File: config.mk
export PLATFORM = sky130hd
export DESIGN_NAME = image_header_capture_flat
export DESIGN_NICKNAME = d
export VERILOG_FILES = /design/src/rtl/image_header_capture_pkg.sv /design/src/rtl/image_header_capture_if.sv /design/src/rtl/image_header_capture_ram.sv /design/src/rtl/image_header_capture.sv /design/src/flat_wrapper.sv
export SDC_FILE = /design/constraint.sdc
export NUM_CORES = 2
export LEC_CHECK = 0
export ABC_AREA = 1
export CAP_MARGIN = 20
export CELL_PAD_IN_SITES_DETAIL_PLACEMENT = 0
export CELL_PAD_IN_SITES_GLOBAL_PLACEMENT = 1
export CORE_MARGIN = 2
export CORE_UTILIZATION = 45
export DETAILED_ROUTE_END_ITERATION = 8
export HOLD_SLACK_MARGIN = 0.02
export PLACE_DENSITY_LB_ADDON = 0.2
export SYNTH_ARGS = -nofsm -noshare
export SYNTH_HDL_FRONTEND = slang
export SYNTH_SLANG_ARGS = --single-unit
File: constraint.sdc
create_clock -name clk -period 4.7 [get_ports clk]
set_clock_uncertainty 0.15 [all_clocks]
set_input_delay 0.705 -clock clk [delete_from_list [all_inputs] [get_ports clk]]
set_output_delay 0.705 -clock clk [all_outputs]
set_load 0.02 [all_outputs]
File: src/rtl/image_header_capture_pkg.sv
// Shared definitions for the image header capture block.
// Holds the stream word-type codes, the minimum header size a terminal
// emits, and a helper that classifies header-class word types.
package image_header_capture_pkg;

    localparam int DTYPE_WIDTH = 4;

    localparam logic [DTYPE_WIDTH-1:0] DTYPE_FRAME_START  = 4'h1;
    localparam logic [DTYPE_WIDTH-1:0] DTYPE_FRAME_END    = 4'h2;
    localparam logic [DTYPE_WIDTH-1:0] DTYPE_LINE_START   = 4'h3;
    localparam logic [DTYPE_WIDTH-1:0] DTYPE_LINE_END     = 4'h4;
    localparam logic [DTYPE_WIDTH-1:0] DTYPE_PIXEL        = 4'h5;
    localparam logic [DTYPE_WIDTH-1:0] DTYPE_HEADER_START = 4'h8;
    localparam logic [DTYPE_WIDTH-1:0] DTYPE_HEADER       = 4'h9;
    localparam logic [DTYPE_WIDTH-1:0] DTYPE_HEADER_END   = 4'hA;

    // Smallest header a terminal ever emits; a bank must hold at least this.
    localparam int IMAGE_IMAGE_DATA = 8;

    function automatic logic is_header_class(input logic [DTYPE_WIDTH-1:0] dtype);
        return (dtype == DTYPE_HEADER_START) || (dtype == DTYPE_HEADER) ||
               (dtype == DTYPE_HEADER_END);
    endfunction

endpackage

File: src/rtl/image_header_capture_if.sv
// Image stream bundle: valid, word type and data word.
//   dv    : word valid
//   dtype : word type code
//   data  : word payload
// master drives the stream, slave receives it.
interface image_header_capture_if #(
    parameter int DATA_WIDTH = 16
) ();
    import image_header_capture_pkg::*;

    logic                   dv;
    logic [DTYPE_WIDTH-1:0] dtype;
    logic [DATA_WIDTH-1:0]  data;

    modport master (output dv, output dtype, output data);
    modport slave  (input  dv, input  dtype, input  data);

endinterface

File: src/rtl/image_header_capture_ram.sv
// Two-bank header store: simple dual-port RAM of 2*HEADER_DEPTH words.
//   clk          : clock
//   we/wbank/waddr/wdata : write port, bank-relative address
//   rbank/raddr  : read address, bank-relative
//   rdata        : registered read data (one cycle after the address)
// No reset on the array or read register so it maps onto block RAM.
module image_header_capture_ram #(
    parameter int DATA_WIDTH   = 16,
    parameter int ADDR_WIDTH   = 7,
    parameter int HEADER_DEPTH = 128
) (
    input  logic                  clk,
    input  logic                  we,
    input  logic                  wbank,
    input  logic [ADDR_WIDTH-1:0] waddr,
    input  logic [DATA_WIDTH-1:0] wdata,
    input  logic                  rbank,
    input  logic [ADDR_WIDTH-1:0] raddr,
    output logic [DATA_WIDTH-1:0] rdata
);

    logic [DATA_WIDTH-1:0] mem [2*HEADER_DEPTH];

    // Bank 1 starts at HEADER_DEPTH so non-power-of-two depths pack tightly.
    function automatic logic [ADDR_WIDTH:0] bank_index(input logic bank,
                                                       input logic [ADDR_WIDTH-1:0] addr);
        return bank ? ((ADDR_WIDTH+1)'(HEADER_DEPTH) + {1'b0, addr}) : {1'b0, addr};
    endfunction

    always_ff @(posedge clk) begin
        if (we) begin
            mem[bank_index(wbank, waddr)] <= wdata;
        end
        rdata <= mem[bank_index(rbank, raddr)];
    end

endmodule

File: src/rtl/image_header_capture.sv
// Captures frame headers from an image stream into a double-buffered RAM
// and publishes each one atomically when its HEADER_END arrives.  The
// stream is forwarded with one cycle of latency, optionally with the
// header words removed.
//   clk, resetb  : clock, synchronous active-low reset
//   enable       : capture on; when low only the registered pass-through runs
//   strip        : drop header-class words from the forwarded stream
//   rx / tx      : input / output image stream
//   hdr_addr     : read address into the published header
//   hdr_data     : read data, one cycle after hdr_addr
//   hdr_len      : word count of the published header
//   hdr_valid    : a header has been published since reset
//   hdr_new      : one-cycle pulse after each publish
//   hdr_overflow : sticky, a header exceeded HEADER_DEPTH
//   hdr_abort    : sticky, a capture ended without HEADER_END
//   hdr_clear    : clears both sticky flags (wins over a set)
module image_header_capture
    import image_header_capture_pkg::*;
#(
    parameter int DATA_WIDTH   = 16,
    parameter int ADDR_WIDTH   = 7,
    parameter int HEADER_DEPTH = 128
) (
    input  logic                    clk,
    input  logic                    resetb,
    input  logic                    enable,
    input  logic                    strip,
    image_header_capture_if.slave   rx,
    image_header_capture_if.master  tx,
    input  logic [ADDR_WIDTH-1:0]   hdr_addr,
    output logic [DATA_WIDTH-1:0]   hdr_data,
    output logic [ADDR_WIDTH:0]     hdr_len,
    output logic                    hdr_valid,
    output logic                    hdr_new,
    output logic                    hdr_overflow,
    output logic                    hdr_abort,
    input  logic                    hdr_clear
);

    if ((HEADER_DEPTH > 2**ADDR_WIDTH) || (HEADER_DEPTH < IMAGE_IMAGE_DATA)) begin : g_depth_check
        $error("HEADER_DEPTH out of range for ADDR_WIDTH");
    end

    typedef enum logic {
        ST_IDLE    = 1'b0,
        ST_CAPTURE = 1'b1
    } cap_state_t;

    localparam logic [ADDR_WIDTH:0] DEPTH = (ADDR_WIDTH+1)'(HEADER_DEPTH);

    cap_state_t              state;
    logic [ADDR_WIDTH:0]     wptr;
    logic                    front;
    logic                    pass;
    logic                    cap_evt;
    logic                    room;
    logic                    wr_en;
    logic                    ovf_set;
    logic                    abort_set;
    logic                    publish;
    logic                    rd_ok_p1;
    logic [DATA_WIDTH-1:0]   ram_q_p1;

    // Only enabled, valid words seen while capturing drive header events.
    assign pass      = rx.dv & ~(enable & strip & is_header_class(rx.dtype));
    assign cap_evt   = enable & rx.dv & (state == ST_CAPTURE);
    assign room      = (wptr < DEPTH);
    assign wr_en     = cap_evt & (rx.dtype == DTYPE_HEADER) & room;
    assign ovf_set   = cap_evt & (rx.dtype == DTYPE_HEADER) & ~room;
    assign publish   = cap_evt & (rx.dtype == DTYPE_HEADER_END);
    assign abort_set = cap_evt & ((rx.dtype == DTYPE_HEADER_START) |
                                  (rx.dtype == DTYPE_FRAME_START));

    // Stream stage p0 -> p1: forwarded word, zeroed whenever it is not valid.
    always_ff @(posedge clk) begin
        if (!resetb) begin
            tx.dv    <= 1'b0;
            tx.dtype <= '0;
            tx.data  <= '0;
        end else begin
            tx.dv    <= pass;
            tx.dtype <= pass ? rx.dtype : '0;
            tx.data  <= pass ? rx.data  : '0;
        end
    end

    always_ff @(posedge clk) begin
        if (!resetb) begin
            state        <= ST_IDLE;
            wptr         <= '0;
            front        <= 1'b0;
            hdr_len      <= '0;
            hdr_valid    <= 1'b0;
            hdr_new      <= 1'b0;
            hdr_overflow <= 1'b0;
            hdr_abort    <= 1'b0;
        end else begin
            hdr_new      <= publish;
            hdr_overflow <= ~hdr_clear & (hdr_overflow | ovf_set);
            hdr_abort    <= ~hdr_clear & (hdr_abort | abort_set);

            // Disabling drops a partial capture silently; the published bank stays.
            if (!enable) begin
                state <= ST_IDLE;
            end else if (rx.dv) begin
                case (state)
                    ST_IDLE: begin
                        if (rx.dtype == DTYPE_HEADER_START) begin
                            state <= ST_CAPTURE;
                            wptr  <= '0;
                        end
                    end
                    ST_CAPTURE: begin
                        case (rx.dtype)
                            DTYPE_HEADER_START: wptr <= '0;
                            DTYPE_HEADER: begin
                                if (room) begin
                                    wptr <= wptr + (ADDR_WIDTH+1)'(1);
                                end
                            end
                            DTYPE_HEADER_END: begin
                                // Swapping banks makes the whole header visible at once.
                                front     <= ~front;
                                hdr_len   <= wptr;
                                hdr_valid <= 1'b1;
                                state     <= ST_IDLE;
                            end
                            DTYPE_FRAME_START: state <= ST_IDLE;
                            default: ;
                        endcase
                    end
                    default: state <= ST_IDLE;
                endcase
            end
        end
    end

    // Read stage p0 -> p1: bank select and length are sampled with the address,
    // so a read on the publish edge still sees the old header.
    always_ff @(posedge clk) begin
        if (!resetb) begin
            rd_ok_p1 <= 1'b0;
        end else begin
            rd_ok_p1 <= ({1'b0, hdr_addr} < hdr_len);
        end
    end

    assign hdr_data = rd_ok_p1 ? ram_q_p1 : '0;

    image_header_capture_ram #(
        .DATA_WIDTH   (DATA_WIDTH),
        .ADDR_WIDTH   (ADDR_WIDTH),
        .HEADER_DEPTH (HEADER_DEPTH)
    ) u_ram (
        .clk   (clk),
        .we    (wr_en),
        .wbank (~front),
        .waddr (wptr[ADDR_WIDTH-1:0]),
        .wdata (rx.data),
        .rbank (front),
        .raddr (hdr_addr),
        .rdata (ram_q_p1)
    );

endmodule

File: src/flat_wrapper.sv
// flat-port wrapper written by rule: the top's interface ports become plain ports
module image_header_capture_flat import image_header_capture_pkg::*;
#(
    parameter int DATA_WIDTH   = 16,
    parameter int ADDR_WIDTH   = 7,
    parameter int HEADER_DEPTH = 128
)
  (clk, resetb, enable, strip, hdr_addr, hdr_data, hdr_len, hdr_valid, hdr_new, hdr_overflow, hdr_abort, hdr_clear, rx_dv, rx_dtype, rx_data, tx_dv, tx_dtype, tx_data);
  image_header_capture_if #(.DATA_WIDTH(DATA_WIDTH)) rx_i ();
  image_header_capture_if #(.DATA_WIDTH(DATA_WIDTH)) tx_i ();
  input  logic clk;
  input  logic resetb;
  input  logic enable;
  input  logic strip;
  input  logic [ADDR_WIDTH-1:0] hdr_addr;
  output logic [DATA_WIDTH-1:0] hdr_data;
  output logic [ADDR_WIDTH:0] hdr_len;
  output logic hdr_valid;
  output logic hdr_new;
  output logic hdr_overflow;
  output logic hdr_abort;
  input  logic hdr_clear;
  input wire logic [$bits(rx_i.dv)-1:0] rx_dv;
  input wire logic [$bits(rx_i.dtype)-1:0] rx_dtype;
  input wire logic [$bits(rx_i.data)-1:0] rx_data;
  output wire logic [$bits(tx_i.dv)-1:0] tx_dv;
  output wire logic [$bits(tx_i.dtype)-1:0] tx_dtype;
  output wire logic [$bits(tx_i.data)-1:0] tx_data;
  assign rx_i.dv = rx_dv;
  assign rx_i.dtype = rx_dtype;
  assign rx_i.data = rx_data;
  assign tx_dv = tx_i.dv;
  assign tx_dtype = tx_i.dtype;
  assign tx_data = tx_i.data;
  image_header_capture #(.DATA_WIDTH(DATA_WIDTH), .ADDR_WIDTH(ADDR_WIDTH), .HEADER_DEPTH(HEADER_DEPTH)) u_core (.clk(clk), .resetb(resetb), .enable(enable), .strip(strip), .rx(rx_i), .tx(tx_i), .hdr_addr(hdr_addr), .hdr_data(hdr_data), .hdr_len(hdr_len), .hdr_valid(hdr_valid), .hdr_new(hdr_new), .hdr_overflow(hdr_overflow), .hdr_abort(hdr_abort), .hdr_clear(hdr_clear));
endmodule
==> job_summary.md <==
### Metrics collected by this job

| Metric | Value |
|---|---|
| CP delay by family, top | flip-flops |
| Post-synth seq share | about 74% |
| Worst slew pin tran | 1.141 ns |
| Comb/total area | 19.85% |
| Pins Over Slew Limit | 0 |
| Vias in the first global route | 105700 |
| Critical path launch point type | flop |
| CP endpoint | hdr_data[15] |
| Yosys stat cell total | 13820 |
| Seq cells post-synth | approximately 4200 |
| Distinct cells, synth | 26 |
| Placed Instance Area | 175600 um2 |
| Post-place setup slack | 0.2439 ns |
| Critical hold path startpoint | rx_data[12] |
| Final setup violation count | 0 |
| Tapcell Cnt | roughly 5000 |
| Signal buffers | 717 |
| Pleak | 66.82 nW |
| Post-route ant nets | 0 |
| Commonest flop | edfxtp_1 |
| Rows | 223 |
| Bufs and invs on worst path | 2 |
| Core ar. | 369100 um2 |
| Post-Syn Instances | between 10000 and 15000 |
| Pre-Repair DR Iteration Count | 8 |
| Met2 usage | 43.32% |
| DRT met1 WL | 213.1 mm |
| Reg2reg start | u_core.state$_SDFFE_PN0P_ |
| Gr ovfl total | 0 |
| M3 GR Usage | under 10% |
| TritonCTS clock tree | yes |
| Fp_density | 45.26% |
| R2R cell count | 10 |
| Post-Synthesis Cell Area | 167100 um2 |
| Wire length of the first global-routing pass | 744.5 mm |
| Status | complete, no violations |
| Area grow syn2layout | 13.81% |
| Worst hold path stage count | 1 |
| Largest class | flip-flops and latches |
| Synth area leader | edfxtp_1 |
| Crit Path Class | reg -> out |
| Fraction of registers with async set/reset | 0% |
| EDFF count, synth | 4096 |
| Logic area | 37750 um2 |
| DR top layer | met5 |
-- metrics by stage --
stage / hold slack, ns / utilization, % / instances / power (mW)
finish: 0.05613 / 51.51 / 19360 / 80.51
CTS: 0.02357 / 51.50 / 19350 / 80.94
global placement: 0.3298 / 47.57 / 18540 / 46.31
floorplan: 0.3252 / - / 13820 / 43.94
detailed placement: 0.3249 / 47.58 / 18540 / 46.35
global route: 0.04683 / 51.50 / 19350 / 82.66
-- logic make-up after synthesis --
logic type	count (synthesis)	share of synthesized area, %
compound gates	38	0.1251
fa+ha+maj	10	0.07489
buf+inv	1013	3.102
flops	4156	74.34
simple gates	8600	22.36
-- state kept, by name (all words and copies together) (netlist names) --
register,count
u_core.hdr_len,8
u_core.hdr_new,1
u_core.front,1
u_core.tx.data,16
u_core.wptr,8
u_core.tx.dv,1
u_core.rd_ok_p1,1
u_core.state,1
u_core.u_ram.rdata,16
u_core.tx.dtype,4
u_core.hdr_abort,1
u_core.hdr_valid,1
u_core.hdr_overflow,1
u_core.u_ram.mem,4096
-- cells in the final DEF, fill, tap and decap left out, drive strengths merged, types with 10 or more instances in the layout --
cell type	instances
nand3	4039
edfxtp	4096
bufinv	55
clkinv	188
inv	86
o21ai	12
clkbuf	537
buf	653
clkinvlp	10
dfxtp	60
a21oi	21
ha	10
diode	10
nor2	305
nand2	4246
clkdlybuf4s50	59
-- power by group --
part | internal, mW | switching, mW | total, mW
logic | 1.15 | 3.71 | 4.86
registers | 40.7 | 0.0155 | 40.7
clock network | 20.4 | 14.5 | 34.9
-- repair_timing --
item                                    in CTS  in global routing
endpoints found under the setup margin       0                  0
endpoints found under the hold margin       87                  0
buffers inserted                             0                  0
gates resized                                0                  0
hold buffers                                 5                  0
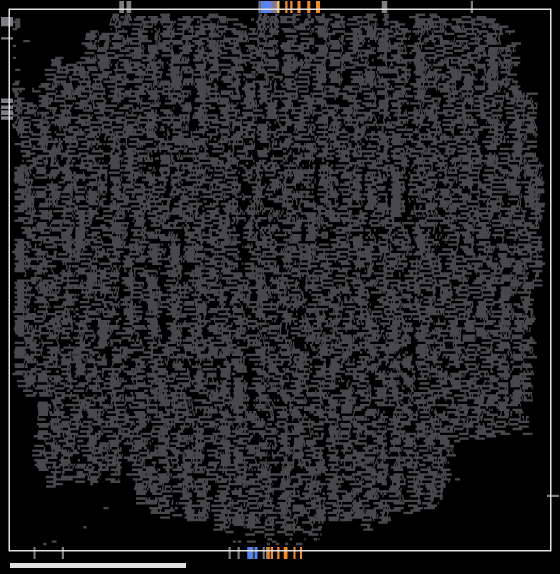
**Above:** pin placement.
Scale bar: 200 um. Pins as bars across the die edge, other pins in gray.
`hdr_new` -> yellow  # pins 1, direction output, edge north
`tx_dtype` -> purple  # pins 4, direction output, edge north
`hdr_data` -> orange  # pins 16, direction output, edge 9 north, 7 south
`hdr_len` -> blue  # pins 8, direction output, edge 4 north, 4 south
IO Port Bufs: 81
Vert. Die Dim: 613.3 um
Die Width: 613.3 um

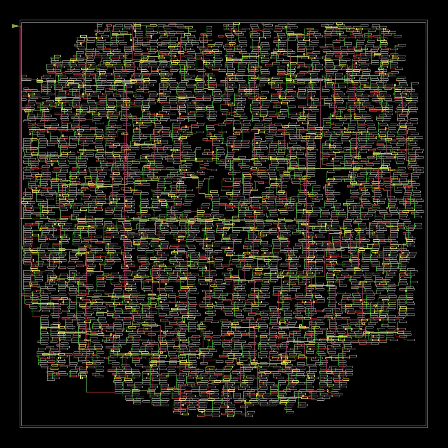
**Above:** clock nets.
clock net sink count: 4156
Seq Cell Count: 4156
clk_lat worst skew: 1.00 ns

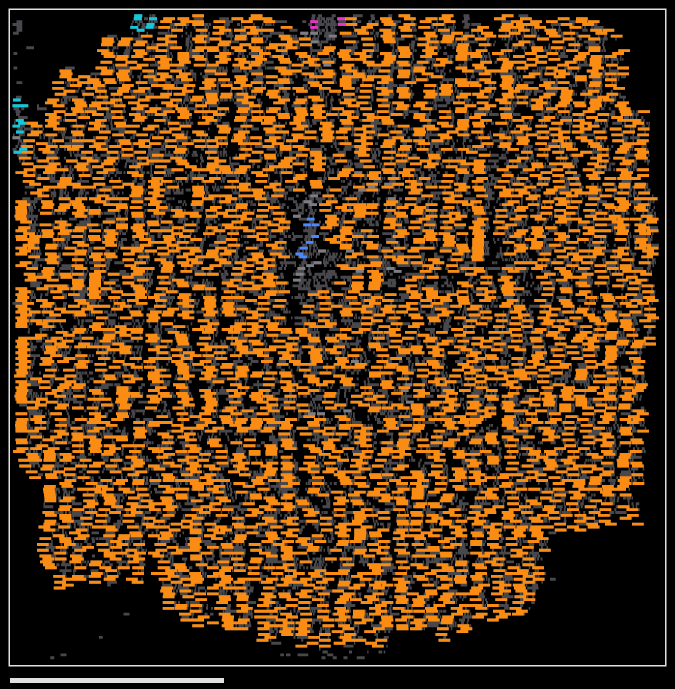
**Above:** sequential cells colored by netlist name.
Scale bar: 200 um.
`u_core.u_ram.mem` -> orange  # placed flops 4096, where spread over the die
`u_core.tx.data` -> cyan  # placed flops 16
`u_core.tx.dtype` -> magenta  # placed flops 4, where north
`u_core.wptr` -> blue  # placed flops 8
post-layout util: 51.51%
Seq/total area: 65.32%

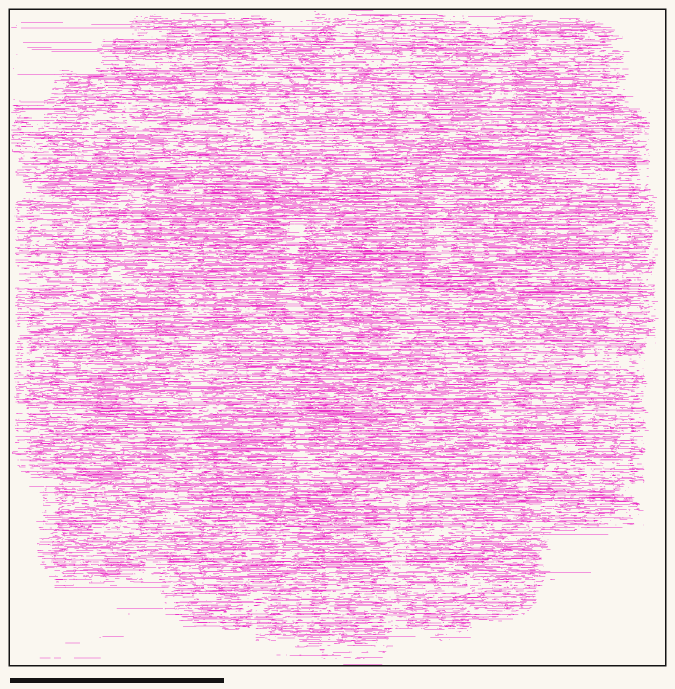
**Above:** met1 routing.
Scale bar: 200 um.
wire length on this layer = 213 mm
main direction = horizontal
share of all routed wire = 41%
longest straight run = 190 um
nets with wire on the layer = 13070
GRT met1 Usage: 37.32%
DR vias: 110300
Detailed Route WL: 519.2 mm

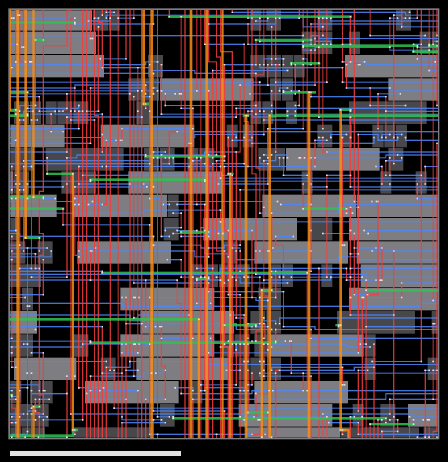
**Above:** zoomed window.
Scale bar: 20 um. Window x 282 to 332, y 404 to 454 um. Cells in gray, sequential cells in the stronger gray; small squares are vias.
M3 -> green
M2 -> red
M1 -> blue
M4 -> orange
cells with their middle in the window = 123
most frequent = nand2_1 (36), nand3_1 (33), edfxtp_1 (26)
sequential cells in the window = 30
netlist names of flops here include = `u_core.u_ram.mem` (26), `u_core.hdr_len` (2)

Power figures rest on the tool's default switching activity, not on a simulated workload.
